[config.mk]
export PLATFORM = sky130hd
export DESIGN_NAME = load_store_unit
export DESIGN_NICKNAME = d
export VERILOG_FILES = /design/src/rtl/load_store_unit.sv
export SDC_FILE = /design/constraint.sdc
export NUM_CORES = 1
export LEC_CHECK = 0
export ABC_CLOCK_PERIOD_IN_PS = 3600
export CAP_MARGIN = 20
export CORE_MARGIN = 2
export CORE_UTILIZATION = 50
export CTS_CLUSTER_DIAMETER = 120
export CTS_CLUSTER_SIZE = 24
export DETAILED_ROUTE_END_ITERATION = 6
export PLACE_DENSITY = 0.87
export SLEW_MARGIN = 20
export SYNTH_ARGS = -nofsm -noshare
export SYNTH_HDL_FRONTEND = slang
export SYNTH_SLANG_ARGS = --single-unit
[constraint.sdc]
create_clock -name clk -period 3.6 [get_ports clk]
set_clock_uncertainty 0.05 [all_clocks]
set_input_delay 0.36 -clock clk [delete_from_list [all_inputs] [get_ports clk]]
set_output_delay 0.36 -clock clk [all_outputs]
set_load 0.01 [all_outputs]
[src/rtl/load_store_unit.sv]
// rtl/load_store_unit.sv - word-port load/store initiator with sub-word extend and RMW stores
module load_store_unit #(
    parameter int MEM_WORDS = 1024
) (
    input  logic        clk,
    input  logic        rst_n,
    input  logic        req_valid,
    output logic        req_ready,
    input  logic        req_we,
    input  logic [1:0]  req_size,
    input  logic        req_unsigned,
    input  logic [31:0] req_addr,
    input  logic [31:0] req_wdata,
    output logic        resp_valid,
    output logic [31:0] resp_rdata,
    output logic        resp_err,
    output logic        mem_read,
    output logic        mem_write,
    output logic [31:0] mem_address,
    output logic [31:0] mem_write_data,
    input  logic [31:0] mem_read_data
);

    localparam logic [31:0] ADDR_LIMIT = 32'(MEM_WORDS * 4);

    typedef enum logic [2:0] {
        S_IDLE,
        S_ERR,
        S_LOAD,
        S_STORE,
        S_RMW_RD,
        S_RMW_WR,
        S_RESP
    } state_t;

    state_t      r_state;
    state_t      w_next;

    logic [1:0]  r_size;
    logic        r_unsigned;
    logic [1:0]  r_lane;
    logic [15:0] r_wdata;
    logic [31:0] r_rdata;
    logic [31:0] r_mem_address;
    logic [31:0] r_mem_write_data;

    logic        w_accept;
    logic        w_err;
    logic [4:0]  w_shamt;
    logic [31:0] w_shifted;
    logic [31:0] w_load_data;
    logic [31:0] w_lane_mask;
    logic [31:0] w_merged;

    assign w_accept = req_valid && (r_state == S_IDLE);
    assign w_err    = (req_size == 2'b11)
                   || (req_size == 2'b01 && req_addr[0])
                   || (req_size == 2'b10 && req_addr[1:0] != 2'b00)
                   || (req_addr >= ADDR_LIMIT);

    // Lane offset in bits; halfword requests are aligned so this is 0 or 16 for them.
    assign w_shamt   = {r_lane, 3'b000};
    assign w_shifted = mem_read_data >> w_shamt;

    always_comb begin
        w_load_data = mem_read_data;
        case (r_size)
            2'b00:   w_load_data = {{24{~r_unsigned & w_shifted[7]}}, w_shifted[7:0]};
            2'b01:   w_load_data = {{16{~r_unsigned & w_shifted[15]}}, w_shifted[15:0]};
            default: w_load_data = mem_read_data;
        endcase
    end

    assign w_lane_mask = (r_size == 2'b00) ? (32'h0000_00FF << w_shamt)
                                           : (32'h0000_FFFF << w_shamt);
    assign w_merged    = (mem_read_data & ~w_lane_mask)
                       | (({16'h0000, r_wdata} << w_shamt) & w_lane_mask);

    always_ff @(posedge clk or negedge rst_n) begin
        if (!rst_n) begin
            r_state <= S_IDLE;
        end else begin
            r_state <= w_next;
        end
    end

    always_comb begin
        w_next     = r_state;
        req_ready  = 1'b0;
        resp_valid = 1'b0;
        resp_err   = 1'b0;
        resp_rdata = 32'h0;
        mem_read   = 1'b0;
        mem_write  = 1'b0;
        case (r_state)
            S_IDLE: begin
                req_ready = 1'b1;
                if (req_valid) begin
                    if (w_err)                 w_next = S_ERR;
                    else if (!req_we)          w_next = S_LOAD;
                    else if (req_size == 2'b10) w_next = S_STORE;
                    else                       w_next = S_RMW_RD;
                end
            end
            S_ERR: begin
                resp_valid = 1'b1;
                resp_err   = 1'b1;
                w_next     = S_IDLE;
            end
            S_LOAD: begin
                mem_read = 1'b1;
                w_next   = S_RESP;
            end
            S_STORE: begin
                mem_write = 1'b1;
                w_next    = S_RESP;
            end
            S_RMW_RD: begin
                mem_read = 1'b1;
                w_next   = S_RMW_WR;
            end
            S_RMW_WR: begin
                mem_write = 1'b1;
                w_next    = S_RESP;
            end
            S_RESP: begin
                resp_valid = 1'b1;
                resp_rdata = r_rdata;
                w_next     = S_IDLE;
            end
            default: w_next = S_IDLE;
        endcase
    end

    // Address/write-data only move for accesses that touch memory, so they hold otherwise.
    always_ff @(posedge clk or negedge rst_n) begin
        if (!rst_n) begin
            r_size           <= 2'b00;
            r_unsigned       <= 1'b0;
            r_lane           <= 2'b00;
            r_wdata          <= 16'h0;
            r_rdata          <= 32'h0;
            r_mem_address    <= 32'h0;
            r_mem_write_data <= 32'h0;
        end else begin
            if (w_accept) begin
                r_size     <= req_size;
                r_unsigned <= req_unsigned;
                r_lane     <= req_addr[1:0];
                r_wdata    <= req_wdata[15:0];
                r_rdata    <= 32'h0;
                if (!w_err) begin
                    r_mem_address <= {req_addr[31:2], 2'b00};
                    if (req_we && req_size == 2'b10) begin
                        r_mem_write_data <= req_wdata;
                    end
                end
            end
            if (r_state == S_LOAD) begin
                r_rdata <= w_load_data;
            end
            if (r_state == S_RMW_RD) begin
                r_mem_write_data <= w_merged;
            end
        end
    end

    assign mem_address    = r_mem_address;
    assign mem_write_data = r_mem_write_data;

endmodule

==> reports/results.ini, run 1 <==
[status]
outcome=finished, violations left
violations=negative hold slack

[clocking]
post_cts_buffers=0
clk_pin_slew_ns=0.05
clk_latency_ns=0.41
cts.sink_count=118
root_buffer=clkbuf_16
cts_tree=done
cts_buffers=17
clock_path_buffers=2

[finish]
fin_util_pct=75.5
comb_area_mm2=0.00283
nets=870
fillers=786
finalInstanceArea_mm2=0.00873
drive_above_1_share_pct=11.0
seqCellArea_mm2=0.00295

[synth]
synth_top_area_share_pct=49.3
ys_warn_count=0
synth-edff-count=0
yosysMostFrequentCell=dfrtp_1
synth_cells=578
flop_cell=dfrtp_1
area_leaders=dfrtp_1, nand2_1, o211ai_1
netlist_top_cells_count=dfrtp_1, nand2_1, and2_1
ys_seq_share_pct=49.3
avgSynthCellArea_um2=10.4
synth_area_mm2=0.00599
netlist.top_cell.by_area=dfrtp_1

[critical_path]
path_cells=and3b_1 > and2_1 > clkdlybuf4s50_1
critPathKind=reg2out
reg2reg_slack_ns=1.03
critPathArrivalTime_ns=2.49
r2r-start=r_lane[1]
reg2reg_depth=4
endpoint_kind=primary output
cpPeakStageDelay_ns=0.73
cp.required_ns=3.19

[timing]
setup_viol_count_final=0
layout_min_cycle_time_ns=2.90
fin_tns_setup_ns=0
max_slew_margin_pct=44.1
timing.hold.ws_ns=-0.0268
hold_viol_final=57
setup_ws_ns=0.696

[detailed_routing]
routed_via_density=5.98
drtAntennaViolNets=0
via_count=5524
wl_per_cell_um=20.7
first_pass_iters=5

[global_routing]
grt_pass1_wl_um=30200
grt_max_degree=91
antenna_found_initial=0

[place]
placed_area_mm2=0.00808
dpl.hpwl_um=13800
portBuffers=201

[floorplan]
die_w_um=113
die-area_mm2=0.0129
fp_util_pct=51.8
io_pins=204

[power_and_ir_drop]
leakage_nw=3.72
power_mw=7.03

[worst_hold_path]
hold_path_class=in2async

[job]
cap_violations=0

==> run 1: how the worst max path moves through the flow <==
stage | startpoint | depth (start not counted) | endpoint | slack, ns
after floorplan | r_state[1] | 7 | mem_address[10] | 1.39
after global placement | req_valid | 7 | mem_address[10] | 0.82
after detailed placement | req_addr[26] | 6 | mem_address[3] | 0.72
after CTS | r_state[2] | 3 | resp_rdata[12] | 0.66
after global routing | r_state[2] | 3 | resp_rdata[0] | 0.49
final | r_state[2] | 3 | resp_rdata[13] | 0.70
==> run 1: area by class of cell <==
class                      count  share of cell area (%)
sequential                   118                    33.8
multi-input combinational    413                    32.4
timing repair buffer         214                    24.2
clock buffer                  21                    5.39
tap                          143                    2.05
clock inverter                11                    1.96
inverter                       3                   0.129
==> run 1: cell families (layout without fill, tap and decap cells) <==
logic type | count (synthesis) | in the layout | share of synthesized area (%)
compound gates | 167 | 167 | 22.9
xor+xnor | 1 | 1 | 0.146
buf+inv | 48 | 249 | 3.68
flops | 118 | 118 | 49.3
mux | 28 | 28 | 5.10
other cells | 1 | 2 | 0.0626
simple gates | 215 | 215 | 18.8
==> run 1: metrics by stage <==
| stage | instances | hold slack (ns) |
|---|---|---|
| 2_1_floorplan | 579 | 0.0144 |
| 3_3_place_gp | 891 | 0.422 |
| 3_5_place_dp | 891 | 0.422 |
| 4_1_cts | 923 | 0.153 |
| 5_1_grt | 923 | 0.0432 |
| 6_report | 923 | -0.0268 |
==> run 1: placed cells by master (no fill, tap or decap), types with 4 or more instances in the layout <==
| cell | count |
|---|---|
| nand2b_1 | 27 |
| o221a_1 | 4 |
| o2bb2ai_1 | 16 |
| a22oi_1 | 8 |
| dfrtp_1 | 118 |
| a221oi_1 | 8 |
| nor4_1 | 6 |
| mux2_2 | 10 |
| a21oi_1 | 20 |
| clkbuf_16 | 17 |
| mux2i_1 | 17 |
| buf_4 | 13 |
| nor2_1 | 8 |
| bufinv_16 | 4 |
| or2_2 | 4 |
| a221o_1 | 24 |
| o21ai_0 | 18 |
| a22o_1 | 7 |
| clkdlybuf4s50_1 | 200 |
| o221a_2 | 20 |
| clkinvlp_4 | 5 |
| o211ai_1 | 33 |
| nand2_1 | 93 |
| nor2b_1 | 26 |
| and2_1 | 35 |
==> run 1: registers in the layout, indices dropped and copies added (netlist names) <==
name and cells:
mem_write_data 32, r_size 2, r_rdata 32, r_state 3, mem_address 30, r_lane 2
r_unsigned 1, r_wdata 16
==> run 1: power breakdown <==
group / total [mW] / internal [mW] / leakage, nW / switching [mW]
registers: 2.16 / 1.79 / 1.49 / 0.378
clock network: 1.83 / 1.21 / 0.298 / 0.619
logic: 3.04 / 1.47 / 1.93 / 1.57
==> run 1: routing by layer <==
layer  global-route usage [%]  vias to the layer above  wire length (µm)
li1                         -                     2512                 -
met1                     39.6                     2682              7810
met2                     49.2                      288              9150
met3                     8.71                       42              1620
met4                     11.8                        0               548
met5                        0                        -                 0
==> run 1: critical path, delay by kind of cell, from the launching register on <==
family / cells / cell delay (ns)
simple gates: 2 / 0.97
buf+inv: 1 / 0.57
flops: 1 / 0.53
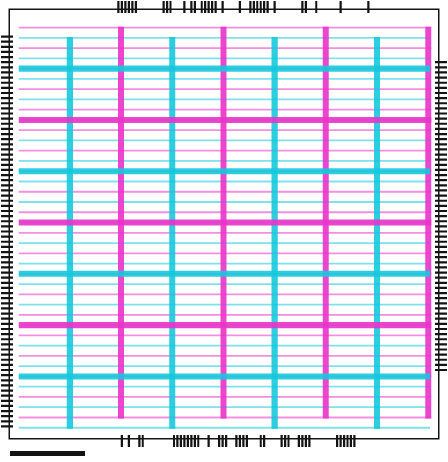
run_1/floorplan.png
The bar under the picture is 20 µm long. Pins as bars on the die edge.
legend:
  VDD:
    colour: magenta
  VSS:
    colour: cyan
met5 straps: 7
rows: 39
signal pins: 204
met1 rails: 40
met4 straps: 8

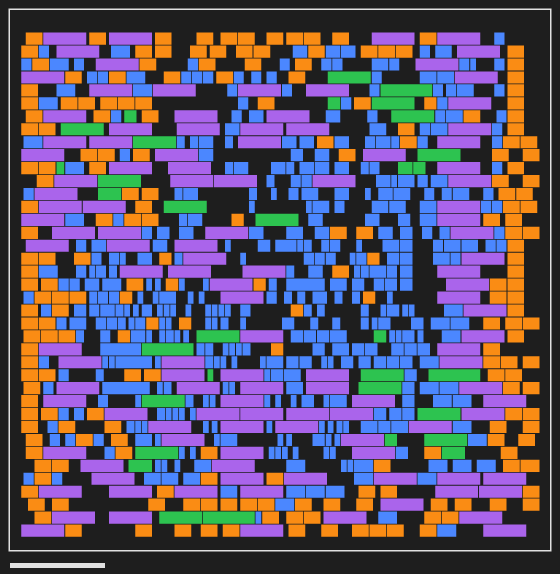
run_1/class_map.png
The bar under the picture is 20 µm long.
legend:
  registers:
    colour: purple
    cells: 118
    share_of_their_area: 35%
  remaining buffers and delay cells:
    colour: orange
    cells: 214
    share_of_their_area: 25%
  remaining logic cells:
    colour: blue
    cells: 416
    share_of_their_area: 33%
  clock drivers and dummy loads:
    colour: green
    cells: 32
    share_of_their_area: 7.5%

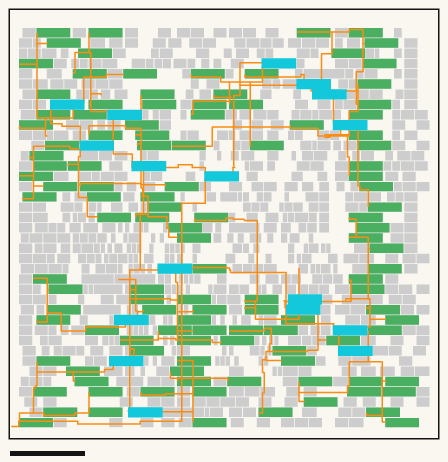
run_1/clock_wires.png
The bar under the picture is 20 µm long.
legend:
  clock wires:
    colour: orange
    length: 1560 µm
  clock-net drivers:
    colour: cyan
    count: 17
  flip-flops:
    colour: green
    count: 118
flops lie: widely spread

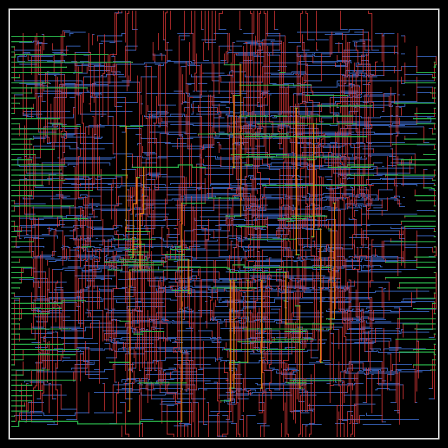
run_1/layers.png
legend:
  M4:
    colour: orange
    wire_length: 549 µm
  M2:
    colour: red
    wire_length: 9150 µm
  M3:
    colour: green
    wire_length: 1620 µm
  M1:
    colour: blue
    wire_length: 7810 µm

run_1/congestion_map.png
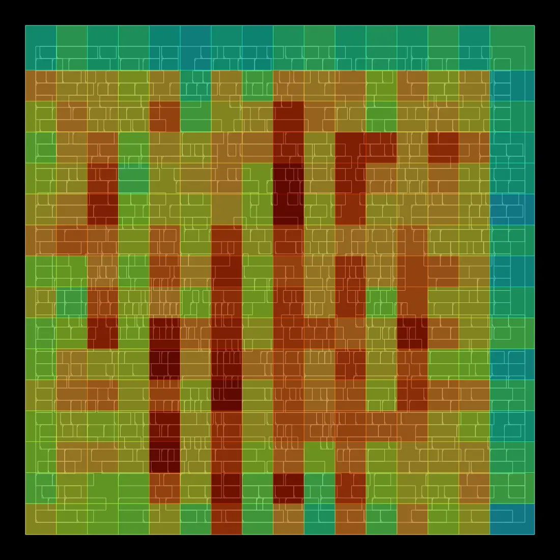

==> run 1 -> run 2 <==
--- a/config.mk
+++ b/config.mk
@@ -5,14 +5,14 @@
 export SDC_FILE = /design/constraint.sdc
 export NUM_CORES = 1
 export LEC_CHECK = 0
-export ABC_CLOCK_PERIOD_IN_PS = 3600
+export ABC_CLOCK_PERIOD_IN_PS = 2350
 export CAP_MARGIN = 20
 export CORE_MARGIN = 2
-export CORE_UTILIZATION = 50
+export CORE_UTILIZATION = 42
 export CTS_CLUSTER_DIAMETER = 120
 export CTS_CLUSTER_SIZE = 24
 export DETAILED_ROUTE_END_ITERATION = 6
-export PLACE_DENSITY = 0.87
+export PLACE_DENSITY = 0.78
 export SLEW_MARGIN = 20
 export SYNTH_ARGS = -nofsm -noshare
 export SYNTH_HDL_FRONTEND = slang
==> constraint.sdc (replaced) <==
create_clock -name clk -period 2.35 [get_ports clk]
set_clock_uncertainty 0.05 [all_clocks]
set_input_delay 0.235 -clock clk [delete_from_list [all_inputs] [get_ports clk]]
set_output_delay 0.235 -clock clk [all_outputs]
set_load 0.01 [all_outputs]
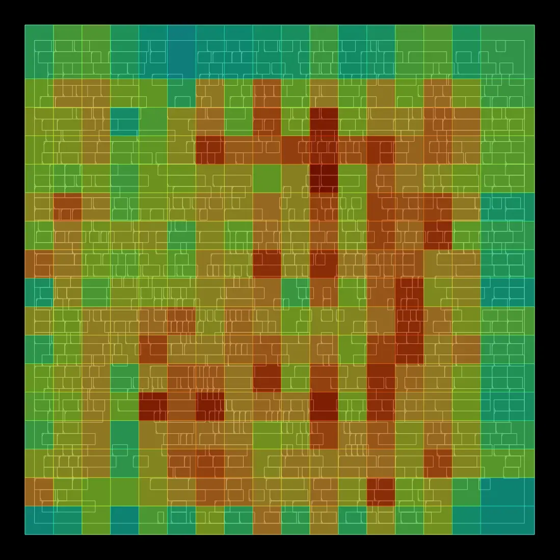
run_2/congestion_map.png
per-cell routed wire length: 20.1 µm
Finished Core Util: 65.2%
Global Route Usage Sum: 26.6%

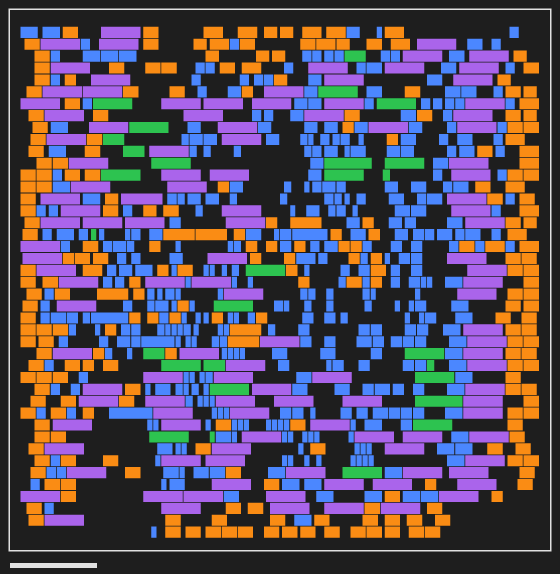
run_2/class_map.png
The bar under the picture is 20 µm long.
legend:
  registers:
    colour: purple
    cells: 118
    share_of_their_area: 33%
  remaining buffers and delay cells:
    colour: orange
    cells: 247
    share_of_their_area: 28%
  clock drivers and dummy loads:
    colour: green
    cells: 28
    share_of_their_area: 6.5%
  remaining logic cells:
    colour: blue
    cells: 416
    share_of_their_area: 32%

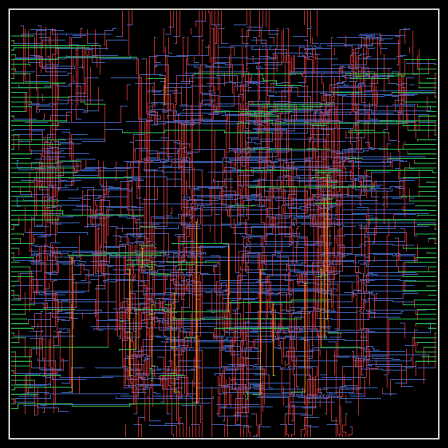
run_2/layers.png
legend:
  M4:
    colour: orange
    wire_length: 419 µm
  M3:
    colour: green
    wire_length: 1860 µm
  M1:
    colour: blue
    wire_length: 8320 µm
  M2:
    colour: red
    wire_length: 9310 µm

==> run 2 against run 1 <==
  * The run now ends clean
  * Register-to-register slack got worse by 0.84 ns
  * Power increased by 54%
  * Core utilization decreased by 10 points
  * Critical endpoint is now resp_valid
  * Sequential power increased by 51%
  * Final cell count increased by 7.2%
  * First-iteration DRC count decreased by 18%
  * Combinational power increased by 65%
  * Global-route usage decreased by 3.9 points
==> reports/results.ini, run 2 <==
[critical_path]
cp-start-kind=flip-flop
slowest_stage=dfrtp_1
critPathArrivalTime_ns=1.90
path_cells=buf_4 > and3b_1 > buf_12 > or2_2 > dlygate4sd2_1
cp.required_ns=2.07
path_depth=5
cpPeakStageDelay_ns=0.38
reg2reg_depth=5
cp_num_buf_inv=3
critPathKind=reg2out
endpoint_kind=primary output
critPathTopFamily=buffers and inverters

[detailed_routing]
remaining_drc_errors=0
wl_met3_um=1860
dr.max_layer_used=met4
wl_met1_um=8320
drtAntennaViolNets=0
via_count=5603
wl_met2_um=9310
first_pass_iters=5
routed_via_density=5.67

[finish]
drive_above_1_share_pct=14.1
finalInstanceArea_mm2=0.00905
seqCellArea_mm2=0.00295
comb_area_mm2=0.00283
lay_top_count=clkdlybuf4s50_1
fillers=1076
lay_top_cells=clkdlybuf4s50_1, dfrtp_1, nand2_1
nets=903
stdcell_count=989

[timing]
setup_viol_count_final=0
max_slew_margin_pct=57.8
hold_viol_final=0
grt_setup_unrepaired=false
setup_ws_ns=0.165

[power_and_ir_drop]
clockPowerShare_pct=23.3
p_switching_mw=3.91
leakage_nw=4.30
netSwitchingFraction_pct=36.3
intPower_mw=6.88
p_comb_share_pct=46.5
sequentialPowerShare_pct=30.2

[synth]
yosysMostFrequentCell=dfrtp_1
yosysChipArea_mm2=0.00599
synth_area_mm2=0.00599
flop_cell=dfrtp_1
synth_cells=578
ys_seq_share_pct=49.3
avgSynthCellArea_um2=10.4
netlist.top_cell.by_area=dfrtp_1
ys_warn_count=0
netlist_top_cells_count=dfrtp_1, nand2_1, and2_1
ys_cells=578
synth_top_area_share_pct=49.3
area_leaders=dfrtp_1, nand2_1, o211ai_1
synth-edff-count=0

[global_routing]
grt_max_degree=46
antenna_found_initial=0
overflow=0
grt_pass1_wl_um=30300

[place]
portBuffers=201
place_congestion=0.890
placed_area_mm2=0.00844
place_inst=960
dpl.hpwl_um=15000

[floorplan]
fp_util_pct=43.2
die-area_mm2=0.0152
io_pins=204
die_w_um=123

[status]
outcome=complete, no violations

[clocking]
clk_latency_ns=0.41
root_buffer=clkbuf_16
cts_tree=done
cts_buffers=17
cts.sink_count=118
clock_path_buffers=2
clk_pin_slew_ns=0.05

[job]
warnings=26
cap_violations=0

[worst_hold_path]
hold_path_class=in2reg

-- run 2: netlist changes by cell type in the layout (fill, tap and decap cells not counted), moves of 2 or more --
| cell | before | now |
|---|---|---|
| clkdlybuf4s50_1 | 200 | 166 |
| buf_4 | 13 | 40 |
| dlymetal6s2s_1 | 0 | 19 |
| dlygate4sd2_1 | 0 | 15 |
| buf_12 | 0 | 6 |
| clkinvlp_4 | 5 | 0 |
| bufinv_16 | 4 | 2 |
| clkbuf_8 | 3 | 5 |
-- run 2: final cells by class --
class                      count  share of cell area (%)
inverter                       3                   0.124
tap                          180                    2.49
clock buffer                  24                    5.54
clock inverter                 4                   0.774
sequential                   118                    32.6
timing repair buffer         247                    27.2
multi-input combinational    413                    31.3
-- run 2: power groups by stage --
stage | Combinational [mW] | Sequential [mW] | Clock [mW]
after floorplan | 2.88 | 3.23 | 0
after global placement | 4.89 | 3.25 | 0
after detailed placement | 5.01 | 3.27 | 0
after CTS | 5.03 | 3.25 | 2.56
after global routing | 5.46 | 3.33 | 2.68
final | 5.02 | 3.26 | 2.52
-- run 2: what timing repair did --
item,4_1_cts,5_1_grt
setup endpoints to repair,15,19
gates resized,15,20
setup buffers,0,0
hold endpoints to repair,42,0
hold buffers,1,0
-- run 2: tightest hold or removal path: stages --
cell and delay (ns):
clkdlybuf4s50_1 0.40, nand2_1 0.05, nand2_1 0.04
-- run 2: path summary, 6_finish.rpt --
path	startpoint	endpoint	slack, ns
setup / recovery	r_state[1]	resp_valid	0.17
hold / removal	req_unsigned	r_unsigned	0.31
setup reg to reg	r_state[1]	mem_write_data[12]	0.19
hold reg to reg	r_rdata[11]	r_rdata[11]	0.43
max in group asynchronous	rst_n	mem_write_data[24]	1.19
min in group asynchronous	rst_n	mem_write_data[20]	0.35
-- run 2: logic make-up (layout without fill, tap and decap cells) --
kind of cell / Yosys count / in the layout / synth area share, %
muxes: 28 / 28 / 5.10
xor gates and xnor gates: 1 / 1 / 0.146
buffers and inverters: 48 / 278 / 3.68
other: 1 / 2 / 0.0626
DFF: 118 / 118 / 49.3
and+or+nand+nor: 215 / 215 / 18.8
AOI/OAI and AO/OA: 167 / 167 / 22.9
-- run 2: per-stage QoR --
step           power (mW)  TNS [ns]  hold WS [ns]  utilization, %
5_1_grt              11.5         0         0.299            65.2
3_5_place_dp         8.28     -4.82         0.228            60.8
6_report             10.8         0         0.306            65.2
2_1_floorplan        6.11         0        -0.111               -
3_3_place_gp         8.14     -1.46         0.207            60.8
4_1_cts              10.8         0         0.288            64.9
-- run 2: per-layer routing --
layer,vias to the layer above,global-route usage (%)
met1,2700,34.5
met5,-,0
met4,0,9.73
li1,2575,-
met2,293,42.0
met3,35,8.35
Power is estimated from default activity; no workload was simulated.
